### Where the registers sit

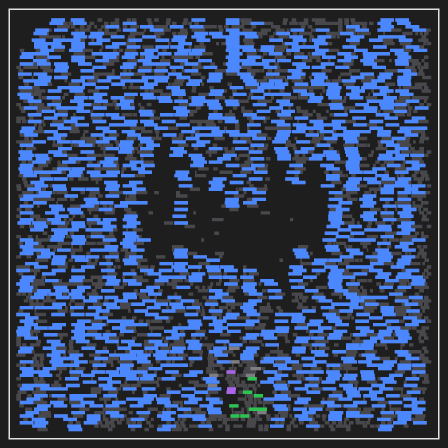
### Port wiring

The bar under the picture is 100 um long.
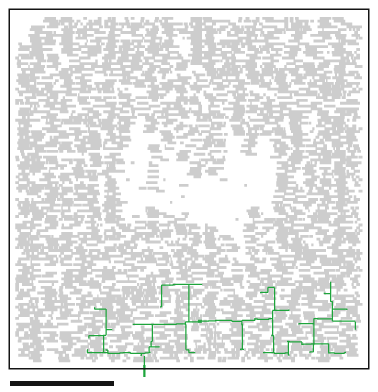
==> config.mk <==
export PLATFORM = sky130hd
export DESIGN_NAME = rx_packet_queue_flat
export DESIGN_NICKNAME = d
export VERILOG_FILES = /design/src/rtl/rx_packet_queue_if.sv /design/src/rtl/rx_packet_queue.sv /design/src/flat_wrapper.sv
export SDC_FILE = /design/constraint.sdc
export NUM_CORES = 1
export LEC_CHECK = 0
export CORE_MARGIN = 5
export CORE_UTILIZATION = 45
export CTS_CLUSTER_DIAMETER = 60
export DETAILED_ROUTE_END_ITERATION = 10
export PLACE_DENSITY_LB_ADDON = 0.08
export SETUP_SLACK_MARGIN = 0.2
export SYNTH_ARGS = -nofsm -noshare
export SYNTH_HDL_FRONTEND = slang
export SYNTH_SLANG_ARGS = --single-unit
==> constraint.sdc <==
create_clock -name clk -period 32.8 [get_ports clk]
set_input_delay 6.56 -clock clk [delete_from_list [all_inputs] [get_ports clk]]
set_output_delay 6.56 -clock clk [all_outputs]
set_load 0.005 [all_outputs]
==> results.yml <==
# implementation run metrics
grt:
  grt_usage_pct: 19.8
  grt-busiest-layer: "met2"
  gr-usage-met3_pct: 7.01
  met1_usage_pct: 24.0
  grt.met2_usage_pct: 33.0
  grt_antenna_before_repair: 41
finish:
  fin_cells: 4522
  dominant_cells: "sequential cells"
  fill_cells: 8193
  nClkBuffers: 181
  flops: 1330
  logic_gate_count: 723
  final-comb-area_um2: 9950
  final_common_cell: "edfxtp_1"
  diodes: 27
  design_area_um2: 63300
  clk_share_pct: 7.28
  buf_share_pct: 11.1
  buffers: 695
detailed_routing:
  dr.first_iter.drc_count: 1440
  wl_met1_um: 44300
  highest_layer: "met5"
  route.met3.wl_um: 9990
  totalWireLength_um: 119000
  drt_pass1_iterations: 5
  routedWlPerCell_um: 26.2
  route.met2.wl_um: 60600
  drc_errors: 0
synth:
  ys_warn_count: 0
  yosys_cells: 2170
  synth_top_cell_by_count: "edfxtp_1"
  top_logic_kind: "multiplexers"
  ys_top_cells_by_count: "1312 x edfxtp_1, 328 x and2_1, 328 x mux4_2"
  netlist_instances: 2170
  synth_area_leader_cell: "edfxtp_1"
  async_reset_ff_share_pct: 0
  mux_share_pct: 14.8
  ys_seq_share_pct: 79.2
  synth_area_um2: 50200
  yosysUniqueCellTypes: 31
  synth-edff-count: 1312
placement:
  dp_hpwl_um: 71400
  place.gp.congestion: 0.774
  placed_cells: 4241
  post-place-ws_ns: 21.98
power_and_ir_drop:
  comb_cell_power_mw: 1.48
  leakage_nw: 19.8
  swShare_pct: 26.1
  p_total_mw: 5.04
  p_clk_mw: 1.57
  pwr-share-seq_pct: 39.6
  combPwrFrac_pct: 29.3
timing:
  setup_viol: 0
  period_used_pct: 34.5
  timing.hold.ws_ns: 0.535
  fmax_mhz: 88.2
  period_needed_ns: 11.33
  setup-tns-final_ns: 0
  layout_setup_ws_ns: 21.47
  fin_skew_ns: 0.0263
  rsz0062_at_grt: "no"
  finalMaxSlewViolations: 0
clock_network:
  cts_buffer_depth: 3
  cts_resized: 0
  htreeDepth: 4
  cts_sinks: 1330
floorplan:
  coreArea_um2: 111000
  chipArea_um2: 118000
  floorplanUtilization_pct: 45.3
  die_h_um: 344
  num_rows: 122
run_status:
  status: "completed"
critical_path:
  cp_num_cells: 5
  endpoint_kind: "primary output"
  worstPathRequired_ns: 26.24
  cpLargestDelayFamily: "buffers and inverters"
  max_stage_delay_ns: 0.98
  start_kind: "register"
  cp.arrival_ns: 4.77
flow_run:
  maxCapViolations: 0
  tool_warnings: 66
worst_hold_path:
  hold_class: "register to register"
-- 'Where the registers sit' (at the start) --
| color | netlist name | placed flops |
|---|---|---|
| purple | u_core.count | 3 |
| green | u_core.drop_count | 8 |
| blue | u_core.mem_q | 1312 |
not colored: 7
storage element area: 39800 um^2
Seq area share: 62.8%
sequential cell power: 1.99 mW
Core Util, Final: 57.2%

-- 'Port wiring' (at the start) --
| color | port | direction | edge | end cells | buffers | wire |
|---|---|---|---|---|---|---|
| green | bus_out_valid | output | bottom | 1 | 1 | 880 um |
# port buffers: 673
boundary pin count: 674

No activity file was given, so power comes from the tool's default toggle rates.
